### config.mk
export PLATFORM = sky130hd
export DESIGN_NAME = start_change_udp_formatter
export DESIGN_NICKNAME = d
export VERILOG_FILES = /design/src/rtl/start_change_udp_formatter.sv
export SDC_FILE = /design/constraint.sdc
export NUM_CORES = 1
export LEC_CHECK = 0
export CAP_MARGIN = 5
export CORE_AREA = 2 2 324 326
export DETAILED_ROUTE_END_ITERATION = 8
export DIE_AREA = 0 0 326 328
export DONT_BUFFER_PORTS = 1
export PLACE_DENSITY = 0.3
export SLEW_MARGIN = 5
export SYNTH_ARGS = -nofsm -noshare
export SYNTH_HDL_FRONTEND = slang
export SYNTH_SLANG_ARGS = --single-unit
export TNS_END_PERCENT = 50
### constraint.sdc
create_clock -name clk -period 1.9 [get_ports clk]
set_input_delay 0.285 -clock clk [delete_from_list [all_inputs] [get_ports clk]]
set_output_delay 0.285 -clock clk [all_outputs]
set_load 0.03 [all_outputs]
### src/rtl/start_change_udp_formatter.sv
// start_change_udp_formatter: turns one StartViewChange request from the
// broadcast FSM into a UDP meta beat plus a fixed 16-byte payload.
// Optional build macro START_CHANGE_FMT_CNT_EN adds the msgs_sent_cnt output.
//
// Handshakes: a transfer happens on a rising clk edge where valid and ready
// are both high; a valid, once raised, stays high with its fields stable
// until that transfer happens.
module start_change_udp_formatter #(
    parameter int          DATA_W   = 512,
    parameter logic [31:0] MSG_TYPE = 32'd3,
    parameter int          PAD_W    = $clog2(DATA_W/8)
) (
    input  logic              clk,
    input  logic              rst,
    input  logic [31:0]       my_ip,
    input  logic [15:0]       my_port,
    input  logic [31:0]       my_index,
    input  logic [63:0]       curr_view,
    input  logic              store_config_ram_rd,
    input  logic [31:0]       config_ram_rd_resp_ip,
    input  logic [15:0]       config_ram_rd_resp_port,
    input  logic              start_change_to_udp_meta_val,
    output logic              to_udp_start_change_meta_rdy,
    input  logic              start_change_to_udp_data_val,
    input  logic              start_change_to_udp_data_last,
    output logic              to_udp_start_change_data_rdy,
    output logic              udp_tx_meta_val,
    output logic [31:0]       udp_tx_meta_src_ip,
    output logic [31:0]       udp_tx_meta_dst_ip,
    output logic [15:0]       udp_tx_meta_src_port,
    output logic [15:0]       udp_tx_meta_dst_port,
    output logic [15:0]       udp_tx_meta_len,
    input  logic              udp_tx_meta_rdy,
    output logic              udp_tx_data_val,
    output logic [DATA_W-1:0] udp_tx_data,
    output logic              udp_tx_data_last,
    output logic [PAD_W-1:0]  udp_tx_data_padbytes,
    input  logic              udp_tx_data_rdy,
    output logic [1:0]        dbg_state
`ifdef START_CHANGE_FMT_CNT_EN
    ,
    output logic [31:0]       msgs_sent_cnt
`endif
);

    localparam int NUM_BEATS = (DATA_W == 64) ? 2 : 1;
    localparam int EXT_W     = NUM_BEATS * DATA_W;
    localparam int PAD_BYTES = EXT_W / 8 - 16;

    typedef enum logic [1:0] {
        IDLE      = 2'd0,
        WAIT_DATA = 2'd1,
        META_OUT  = 2'd2,
        DATA_OUT  = 2'd3
    } state_t;

    state_t      state_q, state_d;
    logic [31:0] stage_ip_q, stage_ip_d;
    logic [15:0] stage_port_q, stage_port_d;
    logic [31:0] dst_ip_q, dst_ip_d;
    logic [15:0] dst_port_q, dst_port_d;
    logic [63:0] view_q, view_d;
    logic [31:0] index_q, index_d;
    logic        beat_q, beat_d;
    logic        last_beat;
    logic        data_take;
    logic [127:0]     payload;
    logic [EXT_W-1:0] payload_ext;

    // The message is always one upstream beat, so data_last never changes
    // the outcome: a beat with last=0 is still taken as the final one.
    assign data_take = start_change_to_udp_data_val &
                       (start_change_to_udp_data_last | ~start_change_to_udp_data_last);

    assign last_beat = (NUM_BEATS == 1) || beat_q;

    // State and datapath registers
    always_ff @(posedge clk) begin
        if (rst) begin
            state_q      <= IDLE;
            stage_ip_q   <= '0;
            stage_port_q <= '0;
            dst_ip_q     <= '0;
            dst_port_q   <= '0;
            view_q       <= '0;
            index_q      <= '0;
            beat_q       <= 1'b0;
        end else begin
            state_q      <= state_d;
            stage_ip_q   <= stage_ip_d;
            stage_port_q <= stage_port_d;
            dst_ip_q     <= dst_ip_d;
            dst_port_q   <= dst_port_d;
            view_q       <= view_d;
            index_q      <= index_d;
            beat_q       <= beat_d;
        end
    end

    // Next-state, register updates and handshake outputs
    always_comb begin
        state_d      = state_q;
        stage_ip_d   = stage_ip_q;
        stage_port_d = stage_port_q;
        dst_ip_d     = dst_ip_q;
        dst_port_d   = dst_port_q;
        view_d       = view_q;
        index_d      = index_q;
        beat_d       = beat_q;
        to_udp_start_change_meta_rdy = 1'b0;
        to_udp_start_change_data_rdy = 1'b0;
        udp_tx_meta_val              = 1'b0;
        udp_tx_data_val              = 1'b0;

        // Staging follows every RAM response so the next peer's lookup can
        // overlap the current transmit; the active copy is taken from the
        // old staging value on meta accept.
        if (store_config_ram_rd) begin
            stage_ip_d   = config_ram_rd_resp_ip;
            stage_port_d = config_ram_rd_resp_port;
        end

        case (state_q)
            IDLE: begin
                to_udp_start_change_meta_rdy = 1'b1;
                if (start_change_to_udp_meta_val) begin
                    dst_ip_d   = stage_ip_q;
                    dst_port_d = stage_port_q;
                    state_d    = WAIT_DATA;
                end
            end
            WAIT_DATA: begin
                to_udp_start_change_data_rdy = 1'b1;
                if (data_take) begin
                    view_d  = curr_view;
                    index_d = my_index;
                    beat_d  = 1'b0;
                    state_d = META_OUT;
                end
            end
            META_OUT: begin
                udp_tx_meta_val = 1'b1;
                if (udp_tx_meta_rdy) begin
                    state_d = DATA_OUT;
                end
            end
            DATA_OUT: begin
                udp_tx_data_val = 1'b1;
                if (udp_tx_data_rdy) begin
                    if (last_beat) begin
                        state_d = IDLE;
                    end else begin
                        beat_d = 1'b1;
                    end
                end
            end
            default: state_d = IDLE;
        endcase
    end

    // Payload image, big-endian, left-aligned over all beats
    always_comb begin
        payload     = {MSG_TYPE, view_q, index_q};
        payload_ext = '0;
        payload_ext[EXT_W-1 -: 128] = payload;
    end

    assign udp_tx_meta_src_ip   = my_ip;
    assign udp_tx_meta_src_port = my_port;
    assign udp_tx_meta_dst_ip   = dst_ip_q;
    assign udp_tx_meta_dst_port = dst_port_q;
    assign udp_tx_meta_len      = 16'd16;

    assign udp_tx_data          = beat_q ? payload_ext[DATA_W-1:0]
                                         : payload_ext[EXT_W-1 -: DATA_W];
    assign udp_tx_data_last     = udp_tx_data_val && last_beat;
    assign udp_tx_data_padbytes = (udp_tx_data_val && last_beat) ? PAD_W'(PAD_BYTES) : '0;
    assign dbg_state            = state_q;

`ifdef START_CHANGE_FMT_CNT_EN
    logic [31:0] msgs_sent_cnt_q, msgs_sent_cnt_d;

    // Count completed messages (last-beat transfers), wrapping naturally
    always_comb begin
        msgs_sent_cnt_d = msgs_sent_cnt_q;
        if (state_q == DATA_OUT && udp_tx_data_rdy && last_beat) begin
            msgs_sent_cnt_d = msgs_sent_cnt_q + 32'd1;
        end
    end

    // Message counter register
    always_ff @(posedge clk) begin
        if (rst) begin
            msgs_sent_cnt_q <= '0;
        end else begin
            msgs_sent_cnt_q <= msgs_sent_cnt_d;
        end
    end

    assign msgs_sent_cnt = msgs_sent_cnt_q;
`endif

endmodule
==> summary.rpt, run 1 <==
==========================================================================================
Synth Area in Adders                                                               0.4764%
Ys cells                                                                             1,291
Startpoint of the worst register-to-register path                             stage_ip_q[11]$_SDFFE_PP0P_
Sequential cell fraction of total power                                              42.3%
Sum of met2 wire segment lengths after detailed routing                           14.90 mm
Met2 capacity usage during global routing                                           8.539%
Clock network area share                                                            4.974%
Most used cells in the layout excluding fill and tap cells                    436 x conb_1, 288 x nand2_1, 193 x dfxtp_1, 156 x dlygate4sd3_1, 144 x a21oi_1
Count of inverters not on the clock network in the layout                                4
Met3 Track Usage GR                                                                 3.533%
Share of the synthesized area in the top cell type                                  36.97%
Power attributed to sequential cells                                             0.00551 W
Number of failing setup endpoints in the final timing report                             0
Combinational share of power                                                         26.9%
Total design power                                                               0.01303 W
Setup Skew                                                                      0.01419 ns
Slew headroom                                                                       58.13%
Average cell area after synthesis                                               8.137 um^2
Remaining DRCs                                                                           0
Slowest library cell on the worst path                                             dfxtp_1
Post-Route M1 WL                                                                  12.60 mm
Data arrival time of the critical path                                             1.49 ns
Synth mux share                                                                     4.669%
Buffers and inverters on the worst path                                                  2
First-pass GRT wire length                                                        43.86 mm
Number of enable-type register cells in the synthesized netlist                          0
Ao+oa area frac                                                                     7.218%
Beginning of the critical path                                                dbg_state[1]$_SDFFE_PP0P_
Max Slew Vio Count                                                                       0
Vias in the first global route                                                       6,164
Crit Reg-Reg Endpoint                                                         stage_ip_q[11]$_SDFFE_PP0P_
Die span in y                                                                       328 um
Max rail drop VDD                                                                0.5137 mV
Antenna violations before repair                                                         2
Detailed-route wire length                                                        32.29 mm
Top area cell types                                                           dfxtp_1 37%, buf_4 35%, nand2_1 10%, a21oi_1 6.9%, mux2i_1 4.7%
Period utilization                                                                  93.46%
Hold crit path type                                                              in -> reg
Levels on crit path                                                                      3
Layout buffering overhead excluding clock cells                                     14.71%
Final period demand of the worst path                                             1.776 ns
Critical path capture point type                                              primary output
Netlist area before placement                                                  10,510 um^2
Clk pwr share                                                                        30.8%
Residual antenna-violating net count after detailed routing                              0
Insertion delay at the late pin of the worst-skew pair                             0.51 ns
Antenna diodes                                                                           0
Register area                                                                    3885 um^2
Xor/xnor share                                                                          0%
CTS tree                                                                             built
Most common cell after layout, fill and taps aside                                  conb_1
Total negative slack                                                                  0 ns
Cell taking the most area after synthesis                                          dfxtp_1
Non-clock buffer total of the final layout                                             179
Max-capacitance violation count                                                          0
Register-to-Register Setup Slack                                                   0.13 ns
Placed cell areas                                                              10,150 um^2
Number of distinct standard cells referenced by the synthesized netlist                 19
Number of standard cells in the layout, taps in and fillers out                      2,770
Finished Cell Area                                                             12,330 um^2
Library cell used as clock root buffer                                           clkbuf_16
First DRT Iteration DRCs                                                               178
Warnings, synthesis                                                                      0
Result of the run                                                             complete, but fails checks
Number of inserted filler cells in the final layout                                 11.97k
Post-synthesis chip area from yosys                                            10,510 um^2
Cell Count Post-Placement                                                            2,582
Sw Pwr                                                                          0.005779 W
Cells traversed along the worst timing path                                   buf_4, ha_1, buf_4
Most popular library cell in the synthesized design by count                         buf_4
Avg Vias per Cell                                                                    2.497
Post CTS Setup Buffer Count                                                              0
Cell Rows                                                                              118
Number of logged tool warnings                                                          34
Depth of the worst register-to-register path                                             4
Internal power of the cells                                                     0.007247 W
# port buffers                                                                           0
Cell leakage power                                                                4.991 nW
Post-route worst setup slack                                                     0.1243 ns
Post-DP HPWL                                                                      23.11 mm
Worst Hold Slack                                                                -0.1534 ns
Number of tap cells added at floorplan                                               1,380
Clock edge transition at the registers on the reported setup and hold paths        0.08 ns
Number of levels in the clock H-tree                                                     4
Top layer reached by signal wires                                                     met5
Std-Cell Core Area                                                            103,200 um^2
Biggest register                                                                    view_q
Comb pwr                                                                         0.00350 W
Fraction of layout instances using a drive strength above 1                         4.388%
Detailed route wirelength on metal3                                               3.674 mm
Fin. Hold Viols                                                                         57
Die Width                                                                           326 um
Seq/Total Area, Yosys                                                               36.97%
Top Ports                                                                              837
Violations in the final reports                                               negative hold slack
Comb. cell area                                                                  4274 um^2
Cell mode on critical path                                                           buf_4
Total congestion overflow after global routing                                           0
Fmax                                                                             563.2 MHz
Crit path to                                                                  udp_tx_meta_val
Length of the first detailed-routing pass in iterations                                  6
Via count of the routed design                                                       6,918
Actual transition at the worst max-transition pin                                0.6272 ns
Most used DFF post-synth                                                           dfxtp_1
Worst stage delay on the critical path                                             0.33 ns
Largest family of logic cells by area                                         buffers and inverters
Max reg flops                                                                           64
Maximum number of pins on one net before global-route repair                           196
Number of buffers inserted for hold repair after clock tree synthesis                  142
Critical path data required time                                                   1.62 ns
TritonCTS sink count                                                                   194
Net switching share of the total power                                              44.36%
Largest power group                                                           sequential cells
Startpoint Class                                                                  register
MI comb cells                                                                          981
Setup Slack @ Placement                                                          0.2744 ns
Num CTS Buffers                                                                         17
Count of clock-net buffers in the final layout                                          17
Simple-gate share of the synthesized area                                           12.57%
Launch instance of the worst min-delay path                                            rst
Hold path cells                                                                          1
Resize count post-CTS                                                                    2
Synth-to-layout area growth                                                         17.34%
Clock network power                                                              0.00402 W
Comb area share                                                                     34.67%
Starting density of the core                                                        10.18%
Fraction of standard cell area that is sequential                                   31.52%
Largest fanout of any net on the critical path                                           4
Clock Path Buffers                                                                       2
Area enclosed by the die boundary                                             106,900 um^2
Total power density per cell area                                             1057 nW/um^2
Largest cell class by area                                                    multi-input combinational cells
Top cell family by delay on the critical path                                 buffers and inverters
Weighted congestion at the end of routability-driven global placement               0.6651
Num sequential                                                                         194
Synth Register Bits                                                                    194
Worst setup path category                                                       reg -> out
Share of async-settable or async-resettable flops after synthesis                       0%
==========================================================================================
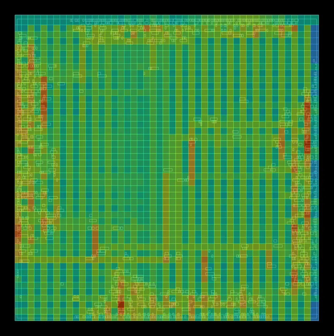
Run 1: congestion heat map
DR WL/cell: 11.66 um
met1 GRT Util: 6.412%
global route hottest layer: met2
Layout Utilization: 11.94%
all-layer global routing usage: 5.779%

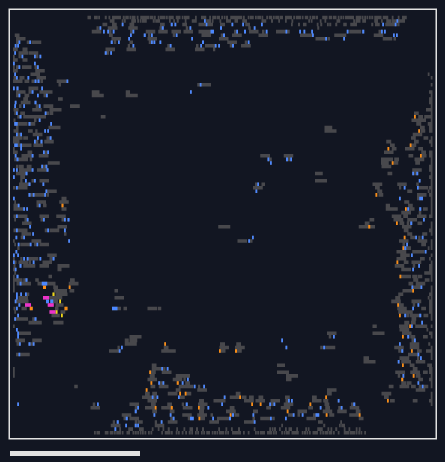
Run 1: gate-type map
Bar = 100 um.
family	color	cells
nand cells	blue	292
nor cells	orange	51
inv cells	yellow	4
fa/ha/maj cells	magenta	4

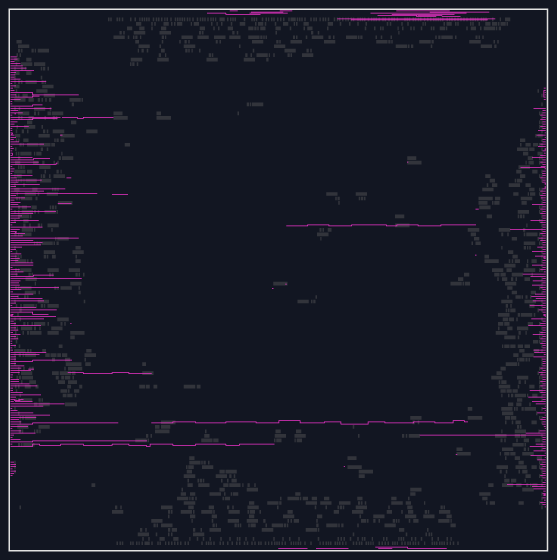
Run 1: the metal 3 layer
Cells faint in the background.
share of all routed wire	11%
longest straight run	95.7 um
wire length on this layer	3,670 um
nets with wire on the layer	367
main direction	horizontal

Run 1, clock network drawn from the DEF:
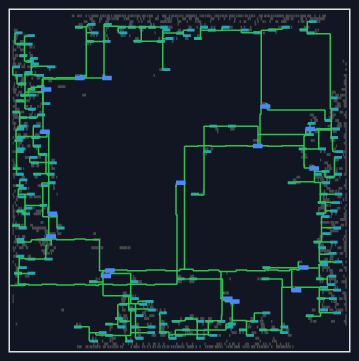

==> run 2: changes to the inputs <==
--- a/config.mk
+++ b/config.mk
@@ -5,10 +5,11 @@
 export SDC_FILE = /design/constraint.sdc
 export NUM_CORES = 1
 export LEC_CHECK = 0
+export ABC_CLOCK_PERIOD_IN_PS = 2100
 export CAP_MARGIN = 5
-export CORE_AREA = 2 2 324 326
+export CORE_AREA = 2 2 326 328
 export DETAILED_ROUTE_END_ITERATION = 8
-export DIE_AREA = 0 0 326 328
+export DIE_AREA = 0 0 328 330
 export DONT_BUFFER_PORTS = 1
 export PLACE_DENSITY = 0.3
 export SLEW_MARGIN = 5
==> constraint.sdc (replaced) <==
create_clock -name clk -period 2.1 [get_ports clk]
set_input_delay 0.315 -clock clk [delete_from_list [all_inputs] [get_ports clk]]
set_output_delay 0.315 -clock clk [all_outputs]
set_load 0.03 [all_outputs]
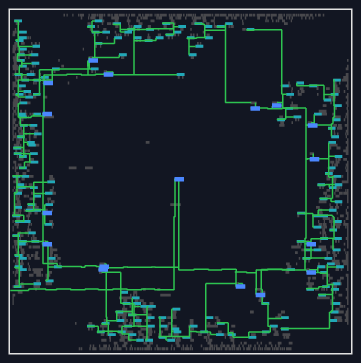
Run 2: clock network drawn from the DEF
[clock wires] green | length: 4,100 um
[flip-flops] cyan | count: 194
[clock drivers] blue | count: 17
routed clock nets	18

==> run 2 against run 1 <==
Against the previous run:
- the run now ends clean
- count of clock-buffer cells in the layout rose by 1
- first-iteration DRC count fell by 19%
- final area rose by 8.3%
- utilization rose by 0.81 points
- clock skew fell by 0.0051 ns
- sequential cell count did not move
==> summary.rpt, run 2 <==
==========================================================================================
Number of standard cells in the layout, taps in and fillers out                      2,878
Cell Count Post-Placement                                                            2,591
Placed cell areas                                                              10,150 um^2
Ys cells                                                                             1,291
Max Slew Vio Count                                                                       0
Top area cell types                                                           dfxtp_1 37%, buf_4 35%, nand2_1 10%, a21oi_1 6.9%, mux2i_1 4.7%
Via count of the routed design                                                       7,375
Post-route worst setup slack                                                     0.1409 ns
Die Width                                                                           328 um
Clk pwr share                                                                        29.6%
Count of inverters not on the clock network in the layout                                4
DR WL/cell                                                                        11.94 um
Maximum number of pins on one net before global-route repair                           104
Slowest library cell on the worst path                                        dlygate4sd3_1
Num sequential                                                                         194
Total negative slack                                                                  0 ns
Result of the run                                                             complete, no violations
Worst stage delay on the critical path                                             0.56 ns
Comb pwr                                                                         0.00368 W
TritonCTS sink count                                                                   194
Crit path to                                                                  udp_tx_meta_dst_ip[4]$_SDFFE_PP0P_
Largest power group                                                           sequential cells
Post-synthesis chip area from yosys                                            10,510 um^2
Top Ports                                                                              837
Number of failing setup endpoints in the final timing report                             0
Vias in the first global route                                                       6,620
Power attributed to sequential cells                                             0.00497 W
Max rail drop VDD                                                                0.5735 mV
Ao+oa area frac                                                                     7.218%
Remaining DRCs                                                                           0
Register area                                                                    3884 um^2
Critical path data required time                                                   2.54 ns
Buffers and inverters on the worst path                                                  3
Setup Skew                                                                     0.009048 ns
Number of levels in the clock H-tree                                                     4
Non-clock buffer total of the final layout                                             273
Std-Cell Core Area                                                            104,700 um^2
Number of logged tool warnings                                                          33
Max-capacitance violation count                                                          0
All-layer global routing usage                                                      5.985%
MI comb cells                                                                          981
Comb. cell area                                                                  4284 um^2
Fraction of standard cell area that is sequential                                   29.08%
Largest family of logic cells by area                                         buffers and inverters
Beginning of the critical path                                                dbg_state[0]$_SDFFE_PP0P_
Area enclosed by the die boundary                                             108,200 um^2
Met1 GRT Util                                                                       6.228%
Share of the synthesized area in the top cell type                                  36.97%
Synth Area in Adders                                                               0.4764%
Period utilization                                                                  93.29%
Starting density of the core                                                        10.04%
Clock network power                                                              0.00364 W
Clock network area share                                                            4.638%
Most used cells in the layout excluding fill and tap cells                    436 x conb_1, 288 x nand2_1, 241 x dlygate4sd3_1, 194 x dfxtp_1, 144 x a21oi_1
# port buffers                                                                           0
Sw Pwr                                                                          0.005266 W
Largest cell class by area                                                    multi-input combinational cells
Seq/Total Area, Yosys                                                               36.97%
Final period demand of the worst path                                             1.959 ns
Startpoint Class                                                                  register
Number of inserted filler cells in the final layout                                 12.15k
Total design power                                                               0.01228 W
Insertion delay at the late pin of the worst-skew pair                             0.50 ns
Crit Reg-Reg Endpoint                                                         udp_tx_meta_dst_ip[4]$_SDFFE_PP0P_
Levels on crit path                                                                      7
First DRT Iteration DRCs                                                               145
Resize count post-CTS                                                                    0
Data arrival time of the critical path                                             2.40 ns
Comb area share                                                                     32.08%
Number of tap cells added at floorplan                                               1,391
Clock edge transition at the registers on the reported setup and hold paths        0.09 ns
Depth of the worst register-to-register path                                             7
Actual transition at the worst max-transition pin                                0.6028 ns
Antenna diodes                                                                           3
Hold crit path type                                                              in -> reg
Layout buffering overhead excluding clock cells                                     21.00%
Average cell area after synthesis                                               8.137 um^2
Worst setup path category                                                       reg -> reg
Global route hottest layer                                                            met2
Setup Slack @ Placement                                                          0.3983 ns
Largest fanout of any net on the critical path                                          17
Met3 Track Usage GR                                                                 3.303%
Critical path capture point type                                                  register
Max reg flops                                                                           64
Cell taking the most area after synthesis                                          dfxtp_1
Fin. Hold Viols                                                                          0
Synth-to-layout area growth                                                         27.12%
Launch instance of the worst min-delay path                                   curr_view[59]
Hold path cells                                                                          2
Top cell family by delay on the critical path                                 buffers and inverters
Biggest register                                                                    view_q
Net switching share of the total power                                              42.87%
Share of async-settable or async-resettable flops after synthesis                       0%
Cell Rows                                                                              119
Most common cell after layout, fill and taps aside                                  conb_1
Num CTS Buffers                                                                         17
Xor/xnor share                                                                          0%
Synth mux share                                                                     4.669%
Startpoint of the worst register-to-register path                             dbg_state[0]$_SDFFE_PP0P_
Antenna violations before repair                                                         4
Finished Cell Area                                                             13,350 um^2
Avg Vias per Cell                                                                    2.563
Sum of met2 wire segment lengths after detailed routing                           16.58 mm
Post-DP HPWL                                                                      23.21 mm
==========================================================================================
Run 2, congestion heat map:
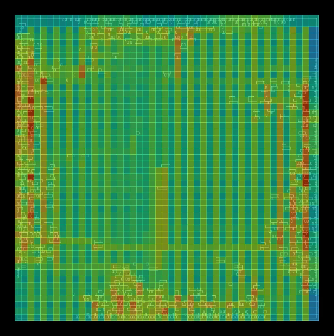

==> run 3: changes to the inputs <==
--- a/config.mk
+++ b/config.mk
@@ -7,11 +7,10 @@
 export LEC_CHECK = 0
 export ABC_CLOCK_PERIOD_IN_PS = 2100
 export CAP_MARGIN = 5
-export CORE_AREA = 2 2 326 328
+export CORE_AREA = 2 2 321 323
 export DETAILED_ROUTE_END_ITERATION = 8
-export DIE_AREA = 0 0 328 330
-export DONT_BUFFER_PORTS = 1
-export PLACE_DENSITY = 0.3
+export DIE_AREA = 0 0 323 325
+export PLACE_DENSITY = 0.41
 export SLEW_MARGIN = 5
 export SYNTH_ARGS = -nofsm -noshare
 export SYNTH_HDL_FRONTEND = slang
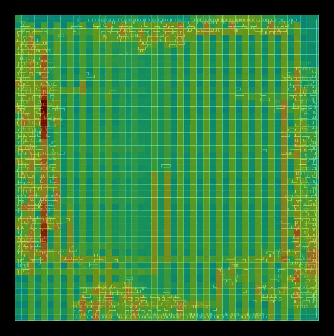
Run 3: congestion heat map
met3 Track Usage GR: 3.561%
Layout Utilization: 13.66%
DR WL/cell: 10.62 um

==> run 3 against run 2 <==
Against the previous run:
- synthesized cell count stayed put
- die area fell by 3.0%
- wire length is 10% lower
- sequential power shrank 14%
- fmax decreased by 0.60%
- clock skew up 0.0026 ns
- total power up 0.19%
- utilization grew 0.90 points
- clock power is 2% lower
- non-clock buffer count is 60 higher
- synthesized area is the same
- largest cell class unchanged
- highest routed layer unchanged
==> summary.rpt, run 3 <==
==============================================================================
Number of enable-type register cells in the synthesized netlist              0
Number of logged tool warnings                                              31
Cell leakage power                                                    5.458 nW
Hold path cells                                                              2
Std-Cell Core Area                                                101,300 um^2
Sum of met2 wire segment lengths after detailed routing               13.96 mm
Buffers and inverters on the worst path                                      1
Average cell area after synthesis                                   8.137 um^2
Netlist area before placement                                      10,510 um^2
Global route hottest layer                                                met2
Antenna diodes                                                               0
# port buffers                                                             303
Synth Register Bits                                                        194
Most common cell after layout, fill and taps aside                      conb_1
Number of standard cells in the layout, taps in and fillers out          2,911
Insertion delay at the late pin of the worst-skew pair                 0.50 ns
Slowest library cell on the worst path                            clkdlybuf4s50_1
Max reg flops                                                               64
Critical path data required time                                       1.78 ns
Count of clock-net buffers in the final layout                              17
Cells traversed along the worst timing path                       clkdlybuf4s50_1
Remaining DRCs                                                               0
Synth-to-layout area growth                                             31.72%
Share of the synthesized area in the top cell type                      36.97%
Detailed-route wire length                                            30.90 mm
CTS tree                                                                 built
Resize count post-CTS                                                        7
Largest family of logic cells by area                             buffers and inverters
Max rail drop VDD                                                    0.6073 mV
Top Ports                                                                  837
Warnings, synthesis                                                          0
Count of inverters not on the clock network in the layout                    4
Critical path capture point type                                  primary output
Worst stage delay on the critical path                                 0.74 ns
Number of failing setup endpoints in the final timing report                 0
Die Width                                                               323 um
Register area                                                        3884 um^2
Clk pwr share                                                            28.9%
Period utilization                                                      93.85%
Setup Slack @ Placement                                              0.3142 ns
Cell Count Post-Placement                                                2,880
Total power density per cell area                                 889.5 nW/um^2
Detailed route wirelength on metal3                                   4.106 mm
Post-route worst setup slack                                         0.1291 ns
Cell taking the most area after synthesis                              dfxtp_1
Post-DP HPWL                                                          23.34 mm
TritonCTS sink count                                                       194
Met2 capacity usage during global routing                               8.602%
Most used DFF post-synth                                               dfxtp_1
Post-Route M1 WL                                                      11.97 mm
Non-clock buffer total of the final layout                                 333
Launch instance of the worst min-delay path                                rst
Num CTS Buffers                                                             17
Library cell used as clock root buffer                               clkbuf_16
Beginning of the critical path                                    view_q[15]$_SDFFE_PP0P_
Largest power group                                               combinational logic
Result of the run                                                 complete, no violations
Synth mux share                                                         4.669%
Post-synthesis chip area from yosys                                10,510 um^2
Comb pwr                                                             0.00447 W
Depth of the worst register-to-register path                                 6
==============================================================================
Power figures rest on the tool's default switching activity, not on a simulated workload.
